File: src/rtl/cpu_pkg.sv
// Shared pipeline constants, the ID/EX payload and the producer match helper.
package cpu_pkg;

  localparam int unsigned XLEN = 32;
  localparam int unsigned RW   = 5;

  localparam logic [RW-1:0] REG_ZERO = RW'(0);

  // ID/EX pipeline register contents feeding the execute stage
  typedef struct packed {
    logic            valid;
    logic [XLEN-1:0] rs_val;
    logic [XLEN-1:0] rt_val;
    logic [RW-1:0]   dst;
    logic            reg_write;
    logic            mem_read;
    logic [XLEN-1:0] imm;
    logic            fwd_rs;
    logic            fwd_rt;
  } idex_t;

  // A producer matches only a used, non-zero source equal to its written destination
  function automatic logic reg_match(
    input logic [RW-1:0] idx,
    input logic          used,
    input logic          we,
    input logic [RW-1:0] dst
  );
    return (idx != REG_ZERO) && used && we && (idx == dst);
  endfunction

endpackage

File: src/rtl/operand_bypass.sv
// Priority bypass mux and load-use hazard detect for a single source operand.
module operand_bypass
  import cpu_pkg::*;
(
  input  logic [RW-1:0]   i_idx,
  input  logic            i_used,
  input  logic            i_ex_valid,
  input  logic            i_ex_reg_write,
  input  logic [RW-1:0]   i_ex_dst,
  input  logic            i_ex_mem_read,
  input  logic            i_mem_reg_write,
  input  logic [RW-1:0]   i_mem_dst,
  input  logic [XLEN-1:0] i_mem_result,
  input  logic            i_mem_is_load,
  input  logic            i_wb_reg_write,
  input  logic [RW-1:0]   i_wb_dst,
  input  logic [XLEN-1:0] i_wb_data,
  input  logic [XLEN-1:0] i_rf_data,
  output logic [XLEN-1:0] o_val_c,
  output logic            o_fwd_c,
  output logic            o_hazard_c
);

  logic w_ex_hit;
  logic w_mem_hit;
  logic w_wb_hit;

  assign w_ex_hit  = i_ex_valid && reg_match(i_idx, i_used, i_ex_reg_write, i_ex_dst);
  assign w_mem_hit = reg_match(i_idx, i_used, i_mem_reg_write, i_mem_dst);
  assign w_wb_hit  = reg_match(i_idx, i_used, i_wb_reg_write, i_wb_dst);

  // Value from the youngest non-EX source; EX results are forwarded later by EX itself
  always_comb begin
    o_val_c    = i_rf_data;
    o_fwd_c    = 1'b0;
    o_hazard_c = 1'b0;
    if (i_idx == REG_ZERO) begin
      o_val_c = XLEN'(0);
    end else if (w_mem_hit) begin
      o_val_c = i_mem_result;
    end else if (w_wb_hit) begin
      o_val_c = i_wb_data;
    end
    if (w_ex_hit) begin
      if (i_ex_mem_read) begin
        o_hazard_c = 1'b1;
      end else begin
        o_fwd_c = 1'b1;
      end
    end else if (w_mem_hit && i_mem_is_load) begin
      o_hazard_c = 1'b1;
    end
  end

endmodule

File: src/rtl/operand_fetch.sv
// Register file read, operand bypass, load-use stall and the ID/EX register.
module operand_fetch
  import cpu_pkg::*;
(
  input  logic            i_clk,
  input  logic            i_rst,
  input  logic            i_id_valid,
  output logic            o_id_ready,
  input  logic [RW-1:0]   i_id_rs,
  input  logic [RW-1:0]   i_id_rt,
  input  logic [RW-1:0]   i_id_rd,
  input  logic            i_id_uses_rs,
  input  logic            i_id_uses_rt,
  input  logic            i_id_reg_write,
  input  logic            i_id_reg_dst,
  input  logic            i_id_mem_read,
  input  logic [XLEN-1:0] i_id_imm,
  output logic [RW-1:0]   o_rf_rs_addr,
  output logic [RW-1:0]   o_rf_rt_addr,
  input  logic [XLEN-1:0] i_rf_rs_data,
  input  logic [XLEN-1:0] i_rf_rt_data,
  input  logic            i_mem_reg_write,
  input  logic [RW-1:0]   i_mem_dst,
  input  logic [XLEN-1:0] i_mem_result,
  input  logic            i_mem_is_load,
  input  logic            i_wb_reg_write,
  input  logic [RW-1:0]   i_wb_dst,
  input  logic [XLEN-1:0] i_wb_data,
  input  logic            i_ex_stall,
  input  logic            i_flush,
  output logic            o_ex_valid,
  output logic [XLEN-1:0] o_ex_rs_val,
  output logic [XLEN-1:0] o_ex_rt_val,
  output logic [RW-1:0]   o_ex_dst,
  output logic            o_ex_reg_write,
  output logic            o_ex_mem_read,
  output logic [XLEN-1:0] o_ex_imm,
  output logic            o_ex_fwd_rs,
  output logic            o_ex_fwd_rt,
  output logic [31:0]     o_hazard_stalls
);

  idex_t           r_idex;
  idex_t           w_idex_d;
  logic [31:0]     r_hazard_stalls;
  logic [XLEN-1:0] w_rs_val;
  logic [XLEN-1:0] w_rt_val;
  logic            w_rs_fwd;
  logic            w_rt_fwd;
  logic            w_rs_haz;
  logic            w_rt_haz;
  logic            w_hazard;

  assign o_rf_rs_addr = i_id_rs;
  assign o_rf_rt_addr = i_id_rt;

  operand_bypass u_rs_bypass (
    .i_idx           (i_id_rs),
    .i_used          (i_id_uses_rs),
    .i_ex_valid      (r_idex.valid),
    .i_ex_reg_write  (r_idex.reg_write),
    .i_ex_dst        (r_idex.dst),
    .i_ex_mem_read   (r_idex.mem_read),
    .i_mem_reg_write (i_mem_reg_write),
    .i_mem_dst       (i_mem_dst),
    .i_mem_result    (i_mem_result),
    .i_mem_is_load   (i_mem_is_load),
    .i_wb_reg_write  (i_wb_reg_write),
    .i_wb_dst        (i_wb_dst),
    .i_wb_data       (i_wb_data),
    .i_rf_data       (i_rf_rs_data),
    .o_val_c         (w_rs_val),
    .o_fwd_c         (w_rs_fwd),
    .o_hazard_c      (w_rs_haz)
  );

  operand_bypass u_rt_bypass (
    .i_idx           (i_id_rt),
    .i_used          (i_id_uses_rt),
    .i_ex_valid      (r_idex.valid),
    .i_ex_reg_write  (r_idex.reg_write),
    .i_ex_dst        (r_idex.dst),
    .i_ex_mem_read   (r_idex.mem_read),
    .i_mem_reg_write (i_mem_reg_write),
    .i_mem_dst       (i_mem_dst),
    .i_mem_result    (i_mem_result),
    .i_mem_is_load   (i_mem_is_load),
    .i_wb_reg_write  (i_wb_reg_write),
    .i_wb_dst        (i_wb_dst),
    .i_wb_data       (i_wb_data),
    .i_rf_data       (i_rf_rt_data),
    .o_val_c         (w_rt_val),
    .o_fwd_c         (w_rt_fwd),
    .o_hazard_c      (w_rt_haz)
  );

  assign w_hazard   = i_id_valid && (w_rs_haz || w_rt_haz);
  assign o_id_ready = !i_ex_stall && !w_hazard;

  // ID/EX next state: flush beats stall, stall holds, hazard or idle decode bubbles
  always_comb begin
    w_idex_d = r_idex;
    if (i_flush) begin
      w_idex_d.valid     = 1'b0;
      w_idex_d.reg_write = 1'b0;
      w_idex_d.mem_read  = 1'b0;
      w_idex_d.fwd_rs    = 1'b0;
      w_idex_d.fwd_rt    = 1'b0;
    end else if (!i_ex_stall) begin
      if (w_hazard || !i_id_valid) begin
        w_idex_d.valid     = 1'b0;
        w_idex_d.reg_write = 1'b0;
        w_idex_d.mem_read  = 1'b0;
        w_idex_d.fwd_rs    = 1'b0;
        w_idex_d.fwd_rt    = 1'b0;
      end else begin
        w_idex_d.valid     = 1'b1;
        w_idex_d.rs_val    = w_rs_val;
        w_idex_d.rt_val    = w_rt_val;
        w_idex_d.dst       = i_id_reg_dst ? i_id_rt : i_id_rd;
        w_idex_d.reg_write = i_id_reg_write;
        w_idex_d.mem_read  = i_id_mem_read;
        w_idex_d.imm       = i_id_imm;
        w_idex_d.fwd_rs    = w_rs_fwd;
        w_idex_d.fwd_rt    = w_rt_fwd;
      end
    end
  end

  // ID/EX pipeline register
  always_ff @(posedge i_clk) begin
    if (i_rst) begin
      r_idex <= '0;
    end else begin
      r_idex <= w_idex_d;
    end
  end

  // Saturating count of cycles lost to load-use stalls
  always_ff @(posedge i_clk) begin
    if (i_rst) begin
      r_hazard_stalls <= 32'd0;
    end else if (w_hazard && !i_ex_stall && !i_flush && (r_hazard_stalls != 32'hFFFF_FFFF)) begin
      r_hazard_stalls <= r_hazard_stalls + 32'd1;
    end
  end

  assign o_ex_valid      = r_idex.valid;
  assign o_ex_rs_val     = r_idex.rs_val;
  assign o_ex_rt_val     = r_idex.rt_val;
  assign o_ex_dst        = r_idex.dst;
  assign o_ex_reg_write  = r_idex.reg_write;
  assign o_ex_mem_read   = r_idex.mem_read;
  assign o_ex_imm        = r_idex.imm;
  assign o_ex_fwd_rs     = r_idex.fwd_rs;
  assign o_ex_fwd_rt     = r_idex.fwd_rt;
  assign o_hazard_stalls = r_hazard_stalls;

endmodule

File: config.mk
export PLATFORM = sky130hd
export DESIGN_NAME = operand_fetch
export DESIGN_NICKNAME = d
export VERILOG_FILES = /design/src/rtl/cpu_pkg.sv /design/src/rtl/operand_bypass.sv /design/src/rtl/operand_fetch.sv
export SDC_FILE = /design/constraint.sdc
export NUM_CORES = 1
export LEC_CHECK = 0
export CAP_MARGIN = 25
export CORE_MARGIN = 1.5
export CORE_UTILIZATION = 42
export DETAILED_ROUTE_END_ITERATION = 8
export GPL_TIMING_DRIVEN = 0
export HOLD_SLACK_MARGIN = 0.1
export PLACE_DENSITY_LB_ADDON = 0.05
export REMOVE_ABC_BUFFERS = 1
export SLEW_MARGIN = 15
export SYNTH_ARGS = -nofsm -noshare
export SYNTH_HDL_FRONTEND = slang
export SYNTH_HIERARCHICAL = 1
export SYNTH_SLANG_ARGS = --single-unit
File: constraint.sdc
create_clock -name i_clk -period 4.1 [get_ports i_clk]
set_input_delay 0.615 -clock i_clk [delete_from_list [all_inputs] [get_ports i_clk]]
set_output_delay 0.615 -clock i_clk [all_outputs]
set_load 0.02 [all_outputs]
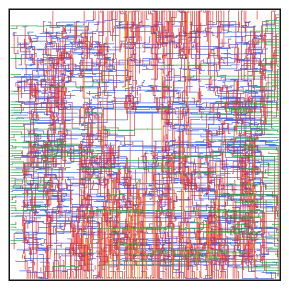
**Above:** run 1 (metal layers overlaid).
Scale: 2 px per um.
| layer | color | wire length |
|---|---|---|
| M4 | orange | 1,170 um |
| M3 | green | 3,010 um |
| M1 | blue | 11,600 um |
| M2 | red | 13,600 um |
gr usage total: 31.18%
WL final: 29,330 um
wire per inst: 18.76 um

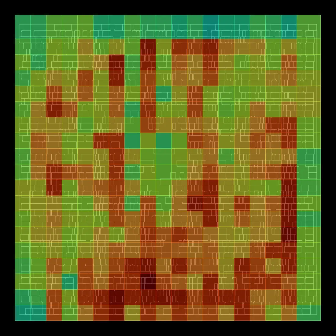
**Above:** run 1 (congestion heat map).
met1 GRT Util: 37.44%
GRT busiest layer: met2

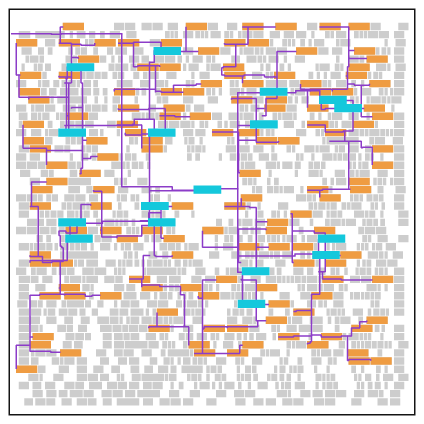
**Above:** run 1 (routed clock nets over the placement).
Scale: 3 px per um.
[clock-net drivers] cyan | count: 17
[flip-flops] orange | count: 138
[clock wires] purple | length: 1,830 um
routed clock nets: 18
clock group share of total power: 43.2%
Late-Pin Clk Latency: 0.42 ns
P_clk: 1510 uW
Clock Skew: 0.006590 ns

==> results.toml, run 1 <==
# implementation run metrics
[min_path]
whs_path_depth = 2

[timing]
setup_slack_ns = 0.1285
setup_viol = 0
min_period_ns = 3.971
hold_slack_ns = 0.4517
slew_viol_final = 0

[floorplanning]
n_tap_cell = 220
dieArea_mm2 = 0.01814
die_h_um = 134.7
fp-row-count = 47
ioPinCount = 347

[detailed_routing]
drtIter0Drc = 725
drc = 0
wl_met2_um = 13570
vias = 8643

[layout]
n_all_inverters = 5
nNonClkBuffers = 373
clkCellAreaFrac_pct = 5.006
final-instance-count-excl-fill = 1564
fillCellCount = 1460
clkbuf_count = 17
diodes = 2
lay_top_cells = "337 x nand2_1, 335 x clkdlybuf4s50_1, 138 x dfxtp_1"
logic_gates = 794
flop-count = 138
largest_class = "logic gates"
sh_comb_area_pct = 36.15

[pwr]
p_leak_uw = 0.004134
p_seq_uw = 1400
p_sw_uw = 910.7

[setup_path]
required_ns = 3.48
cp_num_buf_inv = 3
reg2regPathDepth = 9
timing.rr.start = "o_ex_dst[3]$_SDFFE_PP0P_"

[cts]
clock-sinks = 138
clk_pin_slew_ns = 0.06

[job]
warning_count = 25

[place]
hpwl_um = 19380
placed_cell_area_mm2 = 0.01083

[synthesis]
synth_cells = 1023
topCellsByArea = "dfxtp_1 38%, nand2_1 17%, a21oi_1 8.1%, a31oi_1 5.6%, o21ai_1 4.4%"
yosysUniqueCellTypes = 49
adder_share_pct = 0.1718
synthesis.area_mm2 = 0.007284
synthSimpleGateAreaFrac_pct = 27.07
edf_count = 0
synth_chip_area_mm2 = 0.007284
aoi_share_pct = 22.57

[global_route]
gr-total-overflow = 0

[outcome]
status = "finished, final reports clean"
**Run 1: where the registers sit**

Scale: 2 px per um. Other sequential cells in the stronger gray, the rest of the logic in the fainter gray.
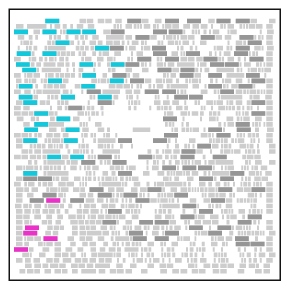

==> inputs of run 2 (changes only) <==
--- a/config.mk
+++ b/config.mk
@@ -6,9 +6,10 @@
 export NUM_CORES = 1
 export LEC_CHECK = 0
 export CAP_MARGIN = 25
-export CORE_MARGIN = 1.5
-export CORE_UTILIZATION = 42
+export CORE_AREA = 2 2 135 137
 export DETAILED_ROUTE_END_ITERATION = 8
+export DIE_AREA = 0 0 137 139
+export DONT_BUFFER_PORTS = 1
 export GPL_TIMING_DRIVEN = 0
 export HOLD_SLACK_MARGIN = 0.1
 export PLACE_DENSITY_LB_ADDON = 0.05
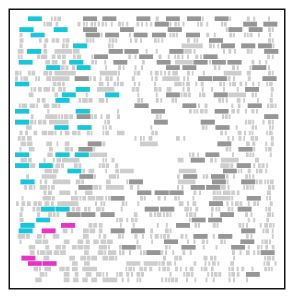
**Above:** run 2 (where the registers sit).
Scale: 2 px per um. Other sequential cells in the stronger gray, the rest of the logic in the fainter gray.
| name in the netlist | color | flops | where |
|---|---|---|---|
| `o_hazard_stalls` | cyan | 32 | a column on the left |
| `o_ex_dst` | magenta | 5 | bottom left |
Reg area: 0.002763 mm2
seq pwr: 1450 uW
Finished Core Util: 45.20%
Seq/total area: 34.61%

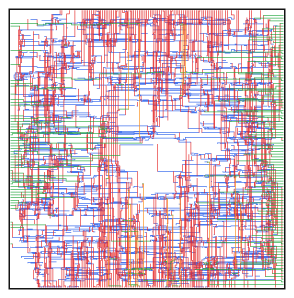
**Above:** run 2 (metal layers overlaid).
Scale: 2 px per um.
| layer | color | wire length |
|---|---|---|
| M4 | orange | 692 um |
| M2 | red | 11,600 um |
| M1 | blue | 10,000 um |
| M3 | green | 2,770 um |
via count: 6,927
WL final: 25,110 um

==> results.toml, run 2 <==
# implementation run metrics
[synthesis]
syn_avg_cell_area_um2 = 7.121
synth-cells-yosys = 1023
synth_cells = 1023
common_cells = "337 x nand2_1, 138 x dfxtp_1, 118 x a21oi_1"
synth.logic.top_family = "simple AND/OR/NAND/NOR gates"
synth_chip_area_mm2 = 0.007284
yosysUniqueCellTypes = 49
synthSimpleGateAreaFrac_pct = 27.07
adder_share_pct = 0.1718
most_common_cell = "nand2_1"
top_area_share_pct = 37.93
aoi_share_pct = 22.57
synthesis.area_mm2 = 0.007284
yosys_warnings = 6
edf_count = 0
topCellsByArea = "dfxtp_1 38%, nand2_1 17%, a21oi_1 8.1%, a31oi_1 5.6%, o21ai_1 4.4%"

[layout]
largest_class = "logic gates"
logic_gates = 790
final-instance-count-excl-fill = 1216
n_all_inverters = 5
sh_comb_area_pct = 51.36
lay_top_cells = "337 x nand2_1, 138 x dfxtp_1, 118 x a21oi_1"
nNonClkBuffers = 21
logic_area_mm2 = 0.004099
diodes = 1
flop-count = 138
fillCellCount = 1900
clkbuf_count = 19
area_growth_syn_to_layout_pct = 9.567
clkCellAreaFrac_pct = 7.666

[timing]
slew_viol_final = 0
min_period_ns = 3.790
setup_slack_ns = 0.3100
fin_skew_ns = 0.02489
hold_slack_ns = 0.2568
worst_pin_slew_ns = 0.8804
setup_viol = 0
relSlewSlack_pct = 40.77

[pwr]
pg_clk_uw = 1590
power.density_mw_per_mm2 = 405.1
p_comb_share_pct = 5.9
p_leak_uw = 0.002768
comb_cell_power_uw = 191
p_sw_uw = 794.1
seqPwrFrac_pct = 44.9
clockPowerShare_pct = 49.2

[floorplanning]
die_x_um = 137
die_h_um = 139
fp-row-count = 49
ioPinCount = 347
n_tap_cell = 229
dieArea_mm2 = 0.01904

[min_path]
hp-class = "primary input to flip-flop"
whs_path_depth = 1

[cts]
clk_latency_ns = 0.42
cts_root_buf = "clkbuf_16"
cts_buffer_depth = 2
postCtsHoldBufs = 0
clk_pin_slew_ns = 0.06
clock-sinks = 138

[setup_path]
cp_common_cell = "buf_6"
reg2regPathDepth = 13
crit_path_end = "o_ex_imm[0]$_SDFFE_PP0P_"
cp_top_family = "simple AND/OR/NAND/NOR gates"
cp_num_buf_inv = 5
timing.rr.start = "o_ex_dst[3]$_SDFFE_PP0P_"
required_ns = 4.46
critPathLaunch = "i_id_rt[0]"
arrival_ns = 4.15

[global_route]
grt_pass1_vias = 6565
gr-total-overflow = 0
use_met2_pct = 40.53
grt_usage_pct = 25.54
grt_busiest_layer = "met2"
use_met1_pct = 29.69

[detailed_routing]
drc = 0
wl_per_cell_um = 20.65
drtIter0Drc = 442
antenna_left = 0
wl_met2_um = 11630

[job]
warning_count = 28

[place]
dp.cells = 1183
gp_congestion = 0.8508
hpwl_um = 17820
placed_cell_area_mm2 = 0.007356

[outcome]
status = "finished, final reports clean"
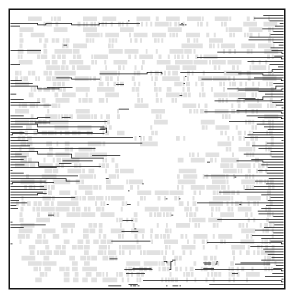
**Above:** run 2 (the metal 3 layer).
Scale: 2 px per um. Cells faint in the background.
wire length on this layer: 2,770 um
nets with wire on the layer: 185
longest straight run: 69.0 um
share of all routed wire: 11%
main direction: horizontal
global routing met3 resource utilization: 11.81%

**Run 2: sub-block map**

Scale: 3 px per um. Other cells in gray.
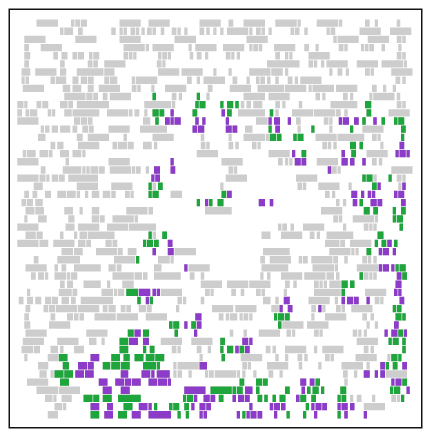

==> inputs of run 3 (changes only) <==
--- a/config.mk
+++ b/config.mk
@@ -5,7 +5,6 @@
 export SDC_FILE = /design/constraint.sdc
 export NUM_CORES = 1
 export LEC_CHECK = 0
-export CAP_MARGIN = 25
 export CORE_AREA = 2 2 135 137
 export DETAILED_ROUTE_END_ITERATION = 8
 export DIE_AREA = 0 0 137 139
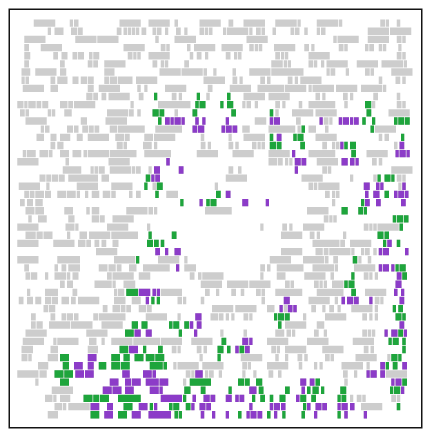
**Above:** run 3 (sub-block map).
Scale: 3 px per um. Other cells in gray.
| instance | color | cells | where |
|---|---|---|---|
| `u_rt_bypass` | green | 166 | all over the die |
| `u_rs_bypass` | purple | 165 | all over the die |
not colored: 655
Finished Core Util: 45.11%
fin cells: 1,215

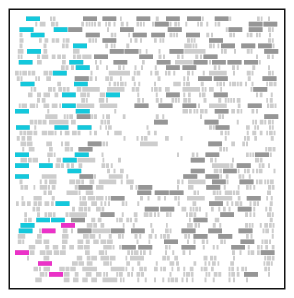
**Above:** run 3 (where the registers sit).
Scale: 2 px per um. Other sequential cells in the stronger gray, the rest of the logic in the fainter gray.
| name in the netlist | color | flops | where |
|---|---|---|---|
| `o_ex_dst` | magenta | 5 | bottom left |
| `o_hazard_stalls` | cyan | 32 | a column on the left |
not colored: 101
Seq/total area: 34.68%

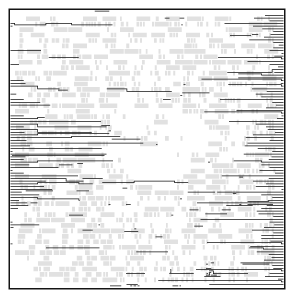
**Above:** run 3 (the metal 3 layer).
Scale: 2 px per um. Cells faint in the background.
longest straight run: 66.0 um
share of all routed wire: 11%
wire length on this layer: 2,860 um
main direction: horizontal
global routing met3 resource utilization: 11.66%
WL final: 24,880 um

==> results.toml, run 3 <==
# implementation run metrics
[global_route]
use_met1_pct = 29.05
use_met2_pct = 40.85
grt_usage_pct = 25.29

[cts]
clk_latency_ns = 0.42

[synthesis]
yosysUniqueCellTypes = 49
most_common_cell = "nand2_1"
synthesis.area_mm2 = 0.007284
adder_share_pct = 0.1718
synth_chip_area_mm2 = 0.007284
edf_count = 0
topCellsByArea = "dfxtp_1 38%, nand2_1 17%, a21oi_1 8.1%, a31oi_1 5.6%, o21ai_1 4.4%"

[setup_path]
cp_top_family = "simple AND/OR/NAND/NOR gates"
crit_path_end = "o_ex_imm[19]$_SDFFE_PP0P_"
arrival_ns = 4.14
cp_common_cell = "buf_6"
reg2regPathDepth = 13

[timing]
relSlewSlack_pct = 38.24
hold_slack_ns = 0.2584
setup_viol = 0

[place]
dp.cells = 1183
placed_cell_area_mm2 = 0.007356

[min_path]
whs_path_depth = 1

[layout]
register_area_mm2 = 0.002763
n_all_inverters = 5
logic_area_mm2 = 0.004099
clkbuf_count = 18

[floorplanning]
dieArea_mm2 = 0.01904
ioPinCount = 347
die_h_um = 139

[pwr]
seqPwrFrac_pct = 45.5
p_sw_uw = 806.7
p_leak_uw = 0.002764
comb_cell_power_uw = 190
p_seq_uw = 1450

[detailed_routing]
antenna_left = 0

[outcome]
status = "finished, final reports clean"
Power figures rest on the tool's default switching activity, not on a simulated workload.
